[config.mk]
export PLATFORM = sky130hd
export DESIGN_NAME = up_phase_sequencer_flat
export DESIGN_NICKNAME = d
export VERILOG_FILES = /design/src/rtl/up_pkg.sv /design/src/rtl/up_phase_sequencer_if.sv /design/src/rtl/up_decode_rom.sv /design/src/rtl/up_phase_sequencer.sv /design/src/flat_wrapper.sv
export SDC_FILE = /design/constraint.sdc
export NUM_CORES = 1
export LEC_CHECK = 0
export CAP_MARGIN = 20
export CORE_UTILIZATION = 47
export CTS_CLUSTER_DIAMETER = 30
export CTS_CLUSTER_SIZE = 12
export DETAILED_ROUTE_END_ITERATION = 8
export GPL_TIMING_DRIVEN = 0
export PLACE_DENSITY = 0.84
export RECOVER_POWER = 50
export SLEW_MARGIN = 20
export SYNTH_ARGS = -nofsm -noshare
export SYNTH_HDL_FRONTEND = slang
export SYNTH_SLANG_ARGS = --single-unit
[constraint.sdc]
create_clock -name clock -period 3.16 [get_ports clock]
set_input_delay 0.632 -clock clock [delete_from_list [all_inputs] [get_ports clock]]
set_output_delay 0.632 -clock clock [all_outputs]
set_load 0.005 [all_outputs]
[src/rtl/up_pkg.sv]
// Shared types and constants for the 4-bit uP control unit: phase states,
// opcodes, ALU select codes and control-word bit positions.
package up_pkg;

  localparam int CTRL_W = 13;

  typedef enum logic [1:0] {
    ST_FETCH = 2'd0,
    ST_EXEC  = 2'd1,
    ST_HALT  = 2'd2
  } state_e;

  localparam logic [3:0] OP_JC    = 4'h0;
  localparam logic [3:0] OP_JNC   = 4'h1;
  localparam logic [3:0] OP_CMPI  = 4'h2;
  localparam logic [3:0] OP_CMPM  = 4'h3;
  localparam logic [3:0] OP_LIT   = 4'h4;
  localparam logic [3:0] OP_IN    = 4'h5;
  localparam logic [3:0] OP_LD    = 4'h6;
  localparam logic [3:0] OP_ST    = 4'h7;
  localparam logic [3:0] OP_JZ    = 4'h8;
  localparam logic [3:0] OP_JNZ   = 4'h9;
  localparam logic [3:0] OP_ADDI  = 4'hA;
  localparam logic [3:0] OP_ADDM  = 4'hB;
  localparam logic [3:0] OP_JMP   = 4'hC;
  localparam logic [3:0] OP_OUT   = 4'hD;
  localparam logic [3:0] OP_NANDI = 4'hE;
  localparam logic [3:0] OP_NANDM = 4'hF;

  localparam logic [2:0] ALU_NONE   = 3'b000;
  localparam logic [2:0] ALU_SUB    = 3'b001;
  localparam logic [2:0] ALU_PASS_B = 3'b010;
  localparam logic [2:0] ALU_ADD    = 3'b011;
  localparam logic [2:0] ALU_NAND   = 3'b100;

  localparam int CB_INC_PC     = 12;
  localparam int CB_LOAD_PC    = 11;
  localparam int CB_LOAD_A     = 10;
  localparam int CB_LOAD_FLAGS = 9;
  localparam int CB_ALU_HI     = 8;
  localparam int CB_ALU_LO     = 6;
  localparam int CB_CS_RAM     = 5;
  localparam int CB_WE_RAM     = 4;
  localparam int CB_OE_ALU     = 3;
  localparam int CB_OE_IN      = 2;
  localparam int CB_OE_OPRND   = 1;
  localparam int CB_LOAD_OUT   = 0;

  localparam logic [CTRL_W-1:0] CTRL_FETCH = 13'h1000;
  localparam logic [CTRL_W-1:0] CTRL_HALT  = 13'h0000;

endpackage

[src/rtl/up_phase_sequencer_if.sv]
// Bundles the sequencer's datapath-facing signals; slave = sequencer side.
interface up_phase_sequencer_if #(
  parameter int RETIRE_W = 16
);
  import up_pkg::*;

  logic [3:0]          instr;
  logic                alu_c;
  logic                alu_z;
  logic                halt_req;
  logic                step;
  logic [CTRL_W-1:0]   ctrl;
  logic                phase;
  logic                c_flag;
  logic                z_flag;
  logic                halted;
  logic [RETIRE_W-1:0] retired;

  modport slave (
    input  instr, alu_c, alu_z, halt_req, step,
    output ctrl, phase, c_flag, z_flag, halted, retired
  );

  modport master (
    output instr, alu_c, alu_z, halt_req, step,
    input  ctrl, phase, c_flag, z_flag, halted, retired
  );
endinterface

[src/rtl/up_decode_rom.sv]
// Pure combinational decode of {phase, C, Z, instr} into the 13-bit control
// word; written as a lookup so it can later be replaced by a ROM image.
module up_decode_rom
  import up_pkg::*;
(
  input  logic              phase,
  input  logic              c_flag,
  input  logic              z_flag,
  input  logic [3:0]        instr,
  output logic [CTRL_W-1:0] ctrl
);

  always_comb begin
    ctrl = '0;
    if (!phase) begin
      ctrl = CTRL_FETCH;
    end else begin
      case (instr)
        // Untaken conditional jumps still step PC past the address byte.
        OP_JC:  begin ctrl[CB_LOAD_PC] = c_flag;  ctrl[CB_INC_PC] = ~c_flag; end
        OP_JNC: begin ctrl[CB_LOAD_PC] = ~c_flag; ctrl[CB_INC_PC] = c_flag;  end
        OP_JZ:  begin ctrl[CB_LOAD_PC] = z_flag;  ctrl[CB_INC_PC] = ~z_flag; end
        OP_JNZ: begin ctrl[CB_LOAD_PC] = ~z_flag; ctrl[CB_INC_PC] = z_flag;  end
        OP_JMP: ctrl[CB_LOAD_PC] = 1'b1;
        OP_CMPI: begin
          ctrl[CB_ALU_HI:CB_ALU_LO] = ALU_SUB;
          ctrl[CB_OE_OPRND]   = 1'b1;
          ctrl[CB_LOAD_FLAGS] = 1'b1;
        end
        OP_CMPM: begin
          ctrl[CB_ALU_HI:CB_ALU_LO] = ALU_SUB;
          ctrl[CB_CS_RAM]     = 1'b1;
          ctrl[CB_LOAD_FLAGS] = 1'b1;
          ctrl[CB_INC_PC]     = 1'b1;
        end
        OP_LIT, OP_ADDI, OP_NANDI: begin
          ctrl[CB_ALU_HI:CB_ALU_LO] = (instr == OP_LIT)  ? ALU_PASS_B :
                                      (instr == OP_ADDI) ? ALU_ADD : ALU_NAND;
          ctrl[CB_OE_OPRND]   = 1'b1;
          ctrl[CB_LOAD_A]     = 1'b1;
          ctrl[CB_LOAD_FLAGS] = 1'b1;
        end
        OP_IN: begin
          ctrl[CB_ALU_HI:CB_ALU_LO] = ALU_PASS_B;
          ctrl[CB_OE_IN]      = 1'b1;
          ctrl[CB_LOAD_A]     = 1'b1;
          ctrl[CB_LOAD_FLAGS] = 1'b1;
        end
        OP_LD, OP_ADDM, OP_NANDM: begin
          ctrl[CB_ALU_HI:CB_ALU_LO] = (instr == OP_LD)   ? ALU_PASS_B :
                                      (instr == OP_ADDM) ? ALU_ADD : ALU_NAND;
          ctrl[CB_CS_RAM]     = 1'b1;
          ctrl[CB_LOAD_A]     = 1'b1;
          ctrl[CB_LOAD_FLAGS] = 1'b1;
          ctrl[CB_INC_PC]     = 1'b1;
        end
        OP_ST: begin
          ctrl[CB_CS_RAM] = 1'b1;
          ctrl[CB_WE_RAM] = 1'b1;
          ctrl[CB_OE_ALU] = 1'b1;
          ctrl[CB_INC_PC] = 1'b1;
        end
        OP_OUT: begin
          ctrl[CB_OE_ALU]   = 1'b1;
          ctrl[CB_LOAD_OUT] = 1'b1;
        end
        default: ctrl = '0;
      endcase
    end
  end

endmodule

[src/rtl/up_phase_sequencer.sv]
// FETCH/EXEC/HALT phase machine, C/Z flag register and retire counter.
// Optional build macro SINGLE_STEP_EN: halt after every instruction, resume on step edge.
module up_phase_sequencer
  import up_pkg::*;
#(
  parameter int RETIRE_W = 16
) (
  input  logic clock,
  input  logic reset,
  up_phase_sequencer_if.slave bus
);

  state_e              state_q, state_d;
  logic                phase_q, phase_d;
  logic                halted_q, halted_d;
  logic                c_q, c_d;
  logic                z_q, z_d;
  logic [RETIRE_W-1:0] retired_q, retired_d;
  logic [CTRL_W-1:0]   rom_ctrl;
  logic                resume;

  up_decode_rom u_decode (
    .phase  (phase_q),
    .c_flag (c_q),
    .z_flag (z_q),
    .instr  (bus.instr),
    .ctrl   (rom_ctrl)
  );

`ifdef SINGLE_STEP_EN
  logic step_q;

  always_ff @(posedge clock or posedge reset) begin
    if (reset) step_q <= 1'b0;
    else       step_q <= bus.step;
  end

  // Only a fresh rising edge of step releases HALT, so a held step runs one instruction.
  assign resume = bus.step & ~step_q & ~bus.halt_req;
`else
  assign resume = ~bus.halt_req;
`endif

  always_comb begin
    state_d   = state_q;
    c_d       = c_q;
    z_d       = z_q;
    retired_d = retired_q;
    case (state_q)
      ST_FETCH: state_d = ST_EXEC;
      ST_EXEC: begin
        if (rom_ctrl[CB_LOAD_FLAGS]) begin
          c_d = bus.alu_c;
          z_d = bus.alu_z;
        end
        retired_d = retired_q + RETIRE_W'(1);
`ifdef SINGLE_STEP_EN
        state_d = ST_HALT;
`else
        state_d = bus.halt_req ? ST_HALT : ST_FETCH;
`endif
      end
      ST_HALT: state_d = resume ? ST_FETCH : ST_HALT;
      default: state_d = ST_FETCH;
    endcase
    phase_d  = (state_d == ST_EXEC);
    halted_d = (state_d == ST_HALT);
  end

  always_ff @(posedge clock or posedge reset) begin
    if (reset) begin
      state_q   <= ST_FETCH;
      phase_q   <= 1'b0;
      halted_q  <= 1'b0;
      c_q       <= 1'b0;
      z_q       <= 1'b0;
      retired_q <= '0;
    end else begin
      state_q   <= state_d;
      phase_q   <= phase_d;
      halted_q  <= halted_d;
      c_q       <= c_d;
      z_q       <= z_d;
      retired_q <= retired_d;
    end
  end

  // HALT shares phase=0 with FETCH, so the frozen word is forced here.
  assign bus.ctrl    = halted_q ? CTRL_HALT : rom_ctrl;
  assign bus.phase   = phase_q;
  assign bus.halted  = halted_q;
  assign bus.c_flag  = c_q;
  assign bus.z_flag  = z_q;
  assign bus.retired = retired_q;

endmodule

[src/flat_wrapper.sv]
// flat-port wrapper written by rule: the top's interface ports become plain ports
module up_phase_sequencer_flat import up_pkg::*;
#(
  parameter int RETIRE_W = 16
)
  (clock, reset, bus_instr, bus_alu_c, bus_alu_z, bus_halt_req, bus_step, bus_ctrl, bus_phase, bus_c_flag, bus_z_flag, bus_halted, bus_retired);
  up_phase_sequencer_if #(.RETIRE_W(RETIRE_W)) bus_i ();
  input  logic clock;
  input  logic reset;
  input wire logic [$bits(bus_i.instr)-1:0] bus_instr;
  input wire logic [$bits(bus_i.alu_c)-1:0] bus_alu_c;
  input wire logic [$bits(bus_i.alu_z)-1:0] bus_alu_z;
  input wire logic [$bits(bus_i.halt_req)-1:0] bus_halt_req;
  input wire logic [$bits(bus_i.step)-1:0] bus_step;
  output wire logic [$bits(bus_i.ctrl)-1:0] bus_ctrl;
  output wire logic [$bits(bus_i.phase)-1:0] bus_phase;
  output wire logic [$bits(bus_i.c_flag)-1:0] bus_c_flag;
  output wire logic [$bits(bus_i.z_flag)-1:0] bus_z_flag;
  output wire logic [$bits(bus_i.halted)-1:0] bus_halted;
  output wire logic [$bits(bus_i.retired)-1:0] bus_retired;
  assign bus_i.instr = bus_instr;
  assign bus_i.alu_c = bus_alu_c;
  assign bus_i.alu_z = bus_alu_z;
  assign bus_i.halt_req = bus_halt_req;
  assign bus_i.step = bus_step;
  assign bus_ctrl = bus_i.ctrl;
  assign bus_phase = bus_i.phase;
  assign bus_c_flag = bus_i.c_flag;
  assign bus_z_flag = bus_i.z_flag;
  assign bus_halted = bus_i.halted;
  assign bus_retired = bus_i.retired;
  up_phase_sequencer #(.RETIRE_W(RETIRE_W)) u_core (.clock(clock), .reset(reset), .bus(bus_i));
endmodule
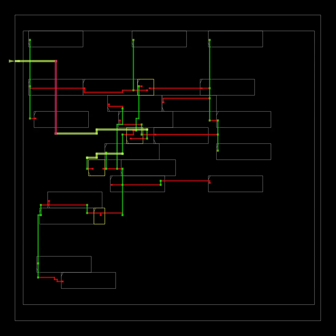
*Clock wiring as the flow saved it, run 1*
clock sink count: 21
clk latency late pin: 300 ps
clock distribution power: 128 uW
Flops: 21

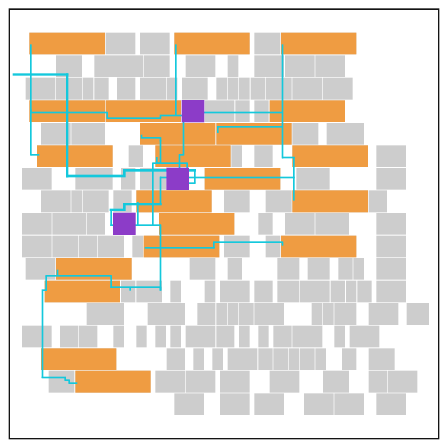
*Clock network drawn from the DEF, run 1*
[clock-net drivers] purple | count: 3
[flip-flops] orange | count: 21
[clock wires] cyan | length: 244 um
routed clock nets: 4

==> metrics.json, run 1 <==
{
  "status": "finished, final reports clean",
  "clock_tree_from_tritoncts": "built",
  "postSynthRegisterBits": 21,
  "cap_viol_max_count": 0,
  "area_growth_pct": 39.8,
  "cp_top_family": "buffers and inverters",
  "vias": 1007,
  "r2r-start": "u_core.bus.phase",
  "finalNonFillerCells": 189,
  "power_leakage_nw": 0.671,
  "drt_first_iter_violations": 20,
  "chipArea_um2": 2670,
  "power_density_nw_per_um2": 625,
  "critical_path_peak_fanout": 10,
  "io-pin-count": 43,
  "ys_area_um2": 1160,
  "routed_wire_length_per_instance_um": 13.2,
  "sequential_cell_area_fraction_in_the_yosys_report": 0.454,
  "route.detailed.drc": 0,
  "synth-edff-count": 0,
  "final_layout_top_logic_cells": "sky130_fd_sc_hd__clkdlybuf4s50_1, sky130_fd_sc_hd__dfrtp_1, sky130_fd_sc_hd__xnor2_1",
  "synth_stat.cells": 117,
  "die_h_um": 51.7,
  "post_synth_fa_ha_maj_area_fraction": 0.0324,
  "groute.usage.overall": 0.205,
  "placementRows": 17,
  "rrSetupSlack_ps": 1220,
  "ctsRootBufferMaster": "sky130_fd_sc_hd__clkbuf_4",
  "path_class": "in -> out",
  "synth.cellmix.xorXnorShare": 0.143,
  "worstHoldPathCells": 1,
  "antenna_left": 0,
  "layout.area.seq_um2": 526,
  "synthFlopType": "sky130_fd_sc_hd__dfrtp_1",
  "critical_path_arrival_ps": 2460,
  "drt_first_pass_iters": 4,
  "fin_worst_hold_slack_ps": 479,
  "yosys-dominant-comb-family": "simple AND/OR/NAND/NOR gates",
  "worstPathCellList": "clkdlybuf4s50_1, buf_4, nor2_1, o32a_1, a31oi_1, clkdlybuf4s50_1",
  "worst_slew_pin_slew_ps": 753,
  "worstHoldStart": "u_core.bus.retired[15]",
  "synth_top_cell_by_area": "sky130_fd_sc_hd__dfrtp_1",
  "core_area_um2": 2280,
  "yosys.area_share.simple": 0.239,
  "fp.dieW_um": 51.7,
  "combined_area_of_the_multi_input_logic_cells_um2": 576,
  "mappedNetlistNets": 130,
  "async_reset_ff_frac": 1.00,
  "port_buffers": 40,
  "post_synth_ao_oa_area_fraction": 0.0551,
  "timing.reg2reg.worst_path_depth": 6,
  "place_congestion": 0.848,
  "n_antenna_cell": 0,
  "tool_warnings": 28,
  "totalNegativeSetupSlack_ps": 0,
  "final_hold_viol_count": 0,
  "cts.clk_slew.worst_paths_ps": 120,
  "mux_area_frac": 0.0292,
  "achievable-frequency_mhz": 324,
  "wirelength_mm": 2.49,
  "power.ir.vdd_worst_uv": 508,
  "final_core_utilization": 0.712,
  "hp-class": "reg -> reg",
  "max_stage_delay_ps": 570,
  "crit_path_end_kind": "output port"
}
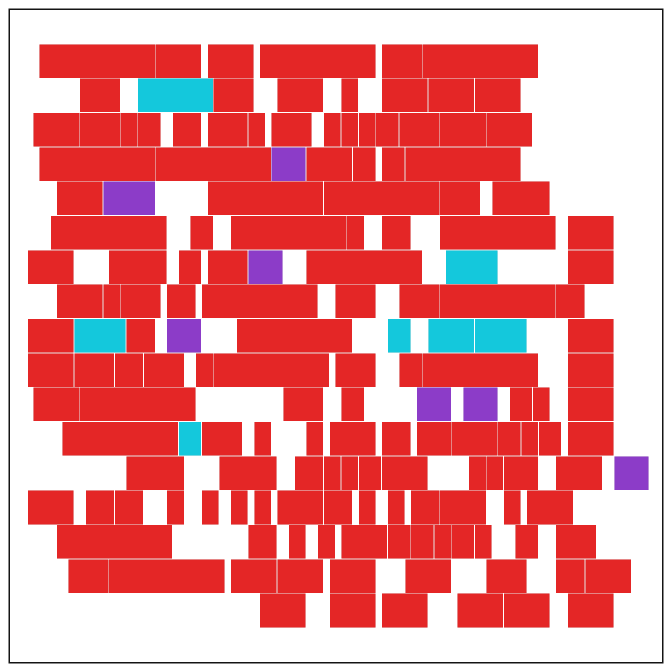
*Drive-strength map, run 1*
[x1 and smaller] red | cells: 147 | share: 91%
[x3 and x4] purple | cells: 7 | share: 4.3%
[x2] cyan | cells: 7 | share: 4.3%

## run 1: per-stage QoR
step           total power, mW  setup slack [ps]  cell area (um2)
2_1_floorplan            0.654              1160             1160
3_3_place_gp             0.886              68.7             1590
3_5_place_dp             0.910              45.9             1590
4_1_cts                   1.04              43.1             1620
5_1_grt                   1.09              12.0             1620
6_report                  1.01              69.0             1620
## run 1: where the power goes
part | switching, mW | internal [mW]
clock network | 0.0804 | 0.0471
registers | 0.0923 | 0.338
logic | 0.175 | 0.279
## run 1: logic make-up after synthesis
family / after synthesis
multiplexers: 3
flip-flops: 21
AND/OR/NAND/NOR: 51
XOR/XNOR: 18
AND-OR/OR-AND: 10
buffers and inverters: 11
adder cells (fa/ha/maj): 3
## run 1: sequential cells by signal (all words and copies together), names as in the netlist
signal / cells
u_core.bus.c_flag: 1
u_core.state_q: 1
u_core.bus.phase: 1
u_core.bus.halted: 1
u_core.bus.z_flag: 1
u_core.bus.retired: 16
## run 1: how the worst max path moves through the flow
stage,start,endpoint,cells after the start
after global placement,bus_instr[1],bus_ctrl[12],6
final,bus_instr[1],bus_ctrl[12],6
after detailed placement,bus_instr[1],bus_ctrl[12],6
after CTS,bus_instr[1],bus_ctrl[12],6
after floorplan,bus_instr[1],bus_ctrl[12],4
after global routing,bus_instr[1],bus_ctrl[12],6
## run 1: synth_stat cells, drive strengths merged (2+ instances only)
| library cell | instances |
|---|---|
| xnor2 | 15 |
| nor3 | 5 |
| nand3 | 7 |
| mux2 | 3 |
| inv | 5 |
| nor2b | 2 |
| ha | 3 |
| and3 | 2 |
| xor2 | 3 |
| and2 | 2 |
| o21ai | 2 |
| buf | 5 |
| nor2 | 11 |
| a21oi | 3 |
| nand4 | 4 |
| and4 | 3 |
| dfrtp | 21 |
| nand2 | 10 |
## run 1: what timing repair did
item / 4_1_cts / 5_1_grt
setup endpoints to repair: 0 / 2
resized: 0 / 6
hold buffers: 0 / 0
## run 1: worst register-to-register path, delay by kind of cell (launching register included)
family | cells | cell delay (ps)
AND/OR/NAND/NOR | 3 | 890
flip-flops | 1 | 450
buffers and inverters | 1 | 250
adder cells (fa/ha/maj) | 1 | 170
XOR/XNOR | 1 | 130
## run 1: layout make-up
class,instances,area share
multi-input cells,85,0.355
well taps,28,0.0216
flip-flops and latches,21,0.324
plain buffers,6,0.0216
clock buffers,3,0.0139
inverters,5,0.0116
clock inverters,1,0.00309
repair buffers,40,0.249
## run 1: per-layer routing
layer	global-route usage	up-vias	routed length, um
li1	-	492	-
met1	0.267	476	1090
met2	0.335	35	1270
met3	0.0497	4	113
met4	0.0676	0	21
met5	0	-	0
==> inputs of run 2 (changes only) <==
Settings changed: ABC_CLOCK_PERIOD_IN_PS set to 3160, CAP_MARGIN 20 to 40.
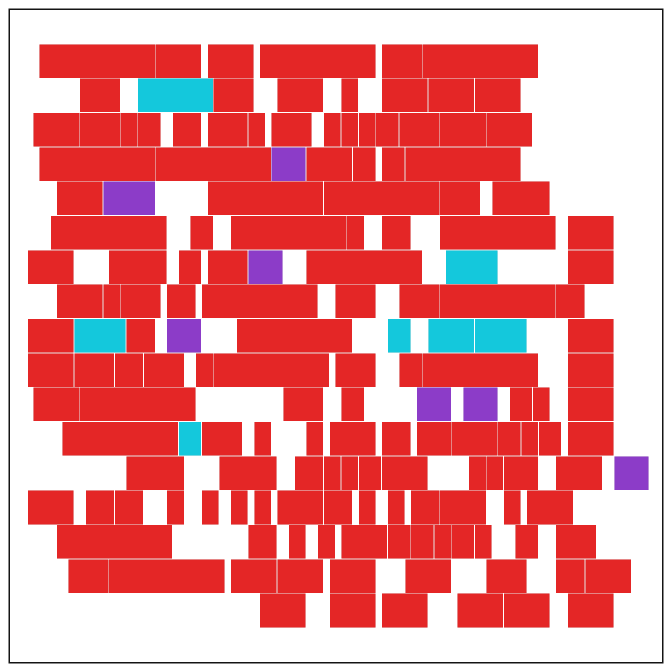
*Drive-strength map, run 2*
Syn-to-layout area delta: 39.8%
number of non-clock buffers: 46
area of all placed cells without fillers: 1620 um2
final worst setup slack: 69.0 ps

==> run 2 against run 1 <==
  * Non-clock buffer count did not move
  * Final cell count did not move
  * Clock power barely moved
  * Synthesized cell count did not move
  * Critical path type unchanged
  * Count of clock-buffer cells in the layout did not move
  * Routed wire length did not move
  * Global-route usage did not move
  * Via count did not move
==> metrics.json, run 2 <==
{
  "status": "finished, final reports clean",
  "ys_area_um2": 1160,
  "sequential_cell_area_fraction_in_the_yosys_report": 0.454,
  "clock_tree_from_tritoncts": "built",
  "timing.critical_path.to": "bus_ctrl[12]",
  "final_hold_viol_count": 0,
  "achievable-frequency_mhz": 324,
  "critical_path_peak_fanout": 10,
  "synth-edff-count": 0,
  "final_layout_top_logic_cells": "sky130_fd_sc_hd__clkdlybuf4s50_1, sky130_fd_sc_hd__dfrtp_1, sky130_fd_sc_hd__xnor2_1",
  "post_synth_fa_ha_maj_area_fraction": 0.0324,
  "cap_viol_max_count": 0,
  "mux_area_frac": 0.0292,
  "worstPathCellList": "clkdlybuf4s50_1, buf_4, nor2_1, o32a_1, a31oi_1, clkdlybuf4s50_1",
  "place_ws_ps": 45.9,
  "wirelength_mm": 2.49,
  "p_clk_frac": 0.126,
  "p_comb_frac": 0.448,
  "timing.reg2reg.worst_path_depth": 6,
  "async_reset_ff_frac": 1.00,
  "antenna_left": 0,
  "power.ir.vdd_worst_uv": 508,
  "groute.usage.overall": 0.205,
  "synth.cellmix.xorXnorShare": 0.143,
  "total_switching_power_uw": 348,
  "totalPowerFinal_mw": 1.01,
  "path_class": "in -> out",
  "synth_stat.cells": 117,
  "cell_internal_pwr_uw": 664,
  "n_antenna_cell": 0,
  "yosys.area_share.simple": 0.239,
  "post_synth_ao_oa_area_fraction": 0.0551,
  "route.detailed.drc": 0,
  "core_area_um2": 2280,
  "clock_insertion_delay_worst_skew_ps": 300,
  "vias": 1007,
  "die_h_um": 51.7,
  "r2r-start": "u_core.bus.phase",
  "cts.clk_slew.worst_paths_ps": 120,
  "rrSetupSlack_ps": 1220,
  "mappedNetlistNets": 130,
  "yosys.cell_count.top_type": "sky130_fd_sc_hd__dfrtp_1",
  "port_buffers": 40,
  "drt_first_pass_iters": 4,
  "postSynthRegisterBits": 21,
  "totalNegativeSetupSlack_ps": 0,
  "fp.dieW_um": 51.7,
  "cts.sinks": 21,
  "synth_top_cell_by_area": "sky130_fd_sc_hd__dfrtp_1",
  "io-pin-count": 43,
  "power.share.sequential": 0.426,
  "drt_first_iter_violations": 20,
  "synthFlopType": "sky130_fd_sc_hd__dfrtp_1",
  "critical_path_arrival_ps": 2460,
  "power_density_nw_per_um2": 625,
  "yosys-dominant-comb-family": "simple AND/OR/NAND/NOR gates",
  "ctsRootBufferMaster": "sky130_fd_sc_hd__clkbuf_4",
  "routed_wire_length_per_instance_um": 13.2,
  "placementRows": 17,
  "top_cells_by_count": "sky130_fd_sc_hd__dfrtp_1, sky130_fd_sc_hd__xnor2_1, sky130_fd_sc_hd__nor2_1"
}
run 2: final cells by class:
| cell class | count | area (um2) |
|---|---|---|
| plain buffers | 6 | 35.0 |
| clock inverters | 1 | 5.00 |
| clock buffers | 3 | 22.5 |
| multi-input cells | 85 | 576 |
| well taps | 28 | 35.0 |
| repair buffers | 40 | 403 |
| flip-flops and latches | 21 | 526 |
| fillers | 179 | 656 |
| inverters | 5 | 18.8 |
run 2: logic make-up after synthesis:
family,count (synthesis)
simple gates,51
flops,21
xor+xnor,18
buf+inv,11
compound gates,10
mux,3
fa+ha+maj,3
run 2: critical path, delay by kind of cell:
family,cells,cell delay (ps)
buffers and inverters,3,1300
AOI/OAI and AO/OA,2,470
and+or+nand+nor,1,50
run 2: repair_timing:
| action | in CTS | in global routing |
|---|---|---|
| endpoints found under the setup margin | 0 | 2 |
| hold buffers | 0 | 0 |
| setup buffers | 0 | 0 |
| resized | 0 | 6 |
run 2: worst min path at each step:
stage | from | endpoint | cells after the start
finish | u_core.bus.retired[15] | u_core.bus.retired[15] | 1
global route | u_core.bus.retired[15] | u_core.bus.retired[15] | 1
CTS | u_core.bus.retired[15] | u_core.bus.retired[15] | 1
detailed placement | u_core.bus.retired[15] | u_core.bus.retired[15] | 1
global placement | u_core.bus.retired[15] | u_core.bus.retired[15] | 1
floorplan | u_core.bus.retired[15] | u_core.bus.retired[15] | 1
run 2: metal layers:
layer	routed length, um	vias up	GRT usage
met5	0	-	0
met4	21	0	0.0676
met3	113	4	0.0497
met2	1270	35	0.335
met1	1090	476	0.267
li1	-	492	-
run 2: power groups by stage:
stage / sequential [mW] / clock (mW) / combinational (mW)
detailed placement: 0.434 / 0 / 0.476
global route: 0.441 / 0.144 / 0.503
CTS: 0.431 / 0.130 / 0.476
finish: 0.431 / 0.128 / 0.454
floorplan: 0.423 / 0 / 0.231
global placement: 0.428 / 0 / 0.458
run 2: through the flow:
step / utilization / cell area (um2) / cells / hold slack [ps]
6_report: 0.712 / 1620 / 189 / 479
3_5_place_dp: 0.700 / 1590 / 185 / 468
2_1_floorplan: - / 1160 / 117 / 468
3_3_place_gp: 0.700 / 1590 / 185 / 461
5_1_grt: 0.712 / 1620 / 189 / 521
4_1_cts: 0.712 / 1620 / 189 / 485
No activity file was given, so power comes from the tool's default toggle rates.
